Design button_event_decoder, sky130hd; sources not shown.
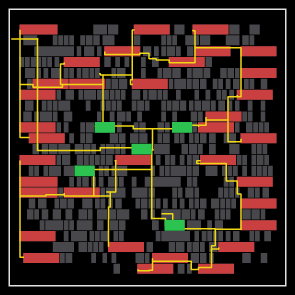
Fig. 1. Clock network drawn from the DEF.
(4 px per um)
- flip-flops: red (count 35)
- clock drivers: green (count 5)
- clock wires: yellow (length 491 um)
- routed clock nets: 6
- flops lie: spread over the die
skew final: 0.00459 ns
P_clk: 0.000435 W
clock network fraction of design power: 22.7%
latest clock arrival within the worst-skew pair: 0.29 ns

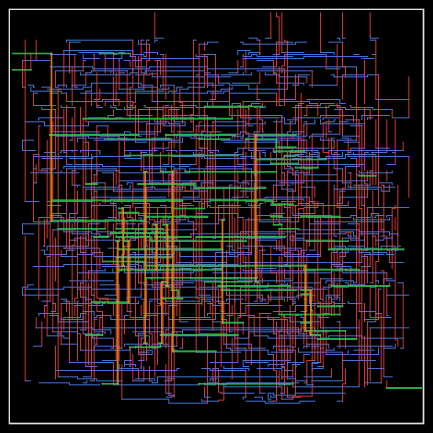
Fig. 2. Wiring by layer.
(6 px per um)
- metal 4: orange (wire length 218 um)
- metal 1: blue (wire length 3280 um)
- metal 3: green (wire length 628 um)
- metal 2: red (wire length 3280 um)
GRT Total Usage: 33.6%
via count: 2710
final WL: 7.40 mm
Routed wire per std cell: 16.0 um

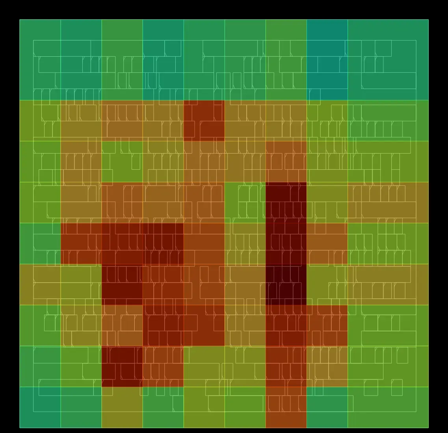
Fig. 3. Routing congestion.
grt met3 use: 4.55%
most crowded layer after global routing: met2
met2 GRT Util: 52.9%
met1 Resource Use GR: 46.7%
fin util: 71.6%

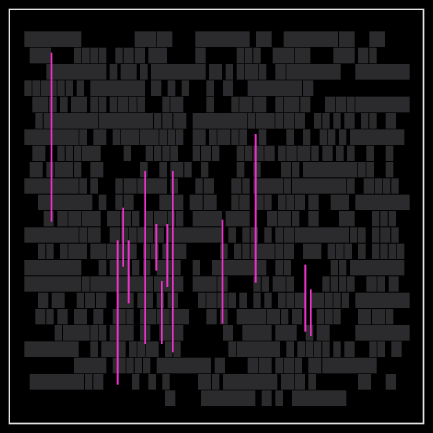
Fig. 4. Met4 routing.
(6 px per um) Cells faint in the background.
- longest straight run: 29.9 um
- share of all routed wire: 2.9%
- wire length on this layer: 218 um

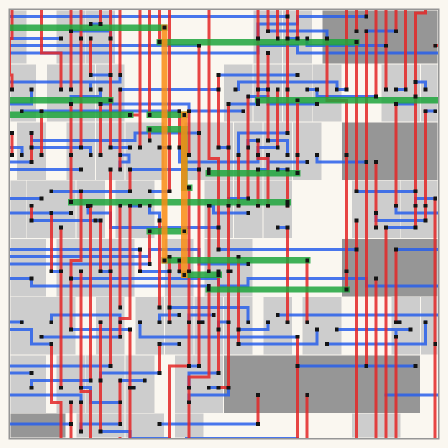
Fig. 5. A small window of the routed layout.
Window x 42 to 62, y 7 to 27 um. Cells in grey, sequential cells in the stronger grey; small squares are vias.
- metal 4: orange
- metal 3: green
- metal 1: blue
- metal 2: red
- most frequent: nand2_1 (16), nor2_1 (11), inv_1 (5)
- cells with their middle in the window: 48
- sequential cells in the window: 2

==> summary.txt <==
CP Cell Sequence = nand2_1, nor2_1, nand2_1, nor2_2, nand2_4, nand2_2, nand2_1, nor2_1, nand3_1, nor2_1, nand2_1, nand2_1, nand2_1, nand2_2, nand2_2, nand3_1, nand2_1
cts bufs inserted = 5
most frequent cells in the layout = nand2_1, inv_1, nor2_1
die width = 68.8 um
status = completed
Clock Path Buffers = 2
Top cell area share = 33.2%
Fmax = 0.407 GHz
Synth Instances = 394
Crit path required time = 2.83 ns
Post-synth seq share = 34.3%
first-pass GRT wire length = 11.6 mm
YS chip area = 2560 um2
syn nets = 400
kind of critical path = flop to flop
die area = 4730 um2
crit path capture type = flop
Worst path slowest cell = dfrtp_1
hold_buf cts = 0
worst-margin pin slew = 1.26 ns
First-pass DRT Iterations = 5
worst reg2reg setup slack = 0.19 ns
ANT nets after route = 0
register clock-pin slew on the reported worst setup and hold paths = 0.07 ns
FF-to-FF path depth = 17
Max-Cap Viols = 0
Hold Vio Cnt, Final = 0
DPL Wire Length = 5.41 mm
GR Overflow Total = 0
fp_density = 63.5%
unrepaired setup endpoints after global routing = false
largest fanout on the critical path = 13
I/O pins = 10
mapped cell area = 2560 um2
tool warnings = 26
Flops after synth = 35
I/O Buffers = 9
Core Area = 4030 um2
VDD IR max = 0.00108 V
post-layout power = 0.00192 W
Ys Warns = 0
DRT iter0 DRCs = 316
==> layer usage <==
layer	up-vias	share of wire, %	track usage, %	wire length (um)
li1	1311	-	-	-
met1	1232	44	46.7	3270
met2	138	44	52.9	3280
met3	29	8.5	4.55	627
met4	0	2.9	13.2	217
met5	-	0	0	0
==> worst max-delay path, delay by kind of cell (launching register included) <==
family / cells / cell delay [ns]
AND/OR/NAND/NOR: 17 / 1.96
flip-flops: 1 / 0.42
==> cell usage after synthesis <==
master,instances
nand3_1,32
a21oi_1,6
ha_1,1
o21bai_1,1
clkbuf_1,6
o21ai_1,1
o311ai_0,1
inv_2,1
buf_6,2
a211oi_1,1
nand2_4,2
nand2_2,8
nand4_1,10
nor2_1,49
nor3_1,5
o211ai_2,1
xor2_1,8
dfrtp_1,34
dfstp_2,1
nor2_4,2
nor2_2,5
inv_1,54
o22ai_1,15
nor2_8,1
a21oi_2,1
o41ai_2,1
nand2_1,116
o21ai_0,29
==> power breakdown <==
part	total [W]	internal [W]	switching [W]
logic	0.000809	0.000213	0.000595
registers	0.000674	0.000599	0.0000749
clock network	0.000435	0.000237	0.000198
==> timing repair <==
action                                  CTS  global route
endpoints found under the setup margin    0             6
setup buffers                             0             1
endpoints found under the hold margin     0             0
gates resized                             0            11
==> stage by stage <==
| stage | cells | utilization, % | hold WS, ns | worst slack, ns |
|---|---|---|---|---|
| 6_report | 463 | 71.6 | 0.328 | 0.191 |
| 5_1_grt | 463 | 71.6 | 0.405 | 0.00988 |
| 4_1_cts | 461 | 70.2 | 0.353 | 0.0704 |
| 3_5_place_dp | 453 | 67.7 | 0.507 | 0.0876 |
| 3_3_place_gp | 453 | 67.7 | 0.492 | 0.147 |
| 2_1_floorplan | 394 | - | 0.234 | 0.376 |
==> cells by family after synthesis <==
logic type	Yosys count	synth area share, %
DFF	35	34.3
buffers and inverters	63	9.82
xor gates and xnor gates	8	2.74
and+or+nand+nor	230	39.6
AOI/OAI and AO/OA	57	13.1
adders and majority gates	1	0.489
==> final cells by class <==
cell class | instances | area, um2
fill | 346 | 1150
sequential | 35 | 880
tap | 50 | 62.6
multi-input combinational | 297 | 1490
inverter | 55 | 206
timing repair buffer | 18 | 140
clock buffer | 8 | 100
Power figures rest on the tool's default switching activity, not on a simulated workload.
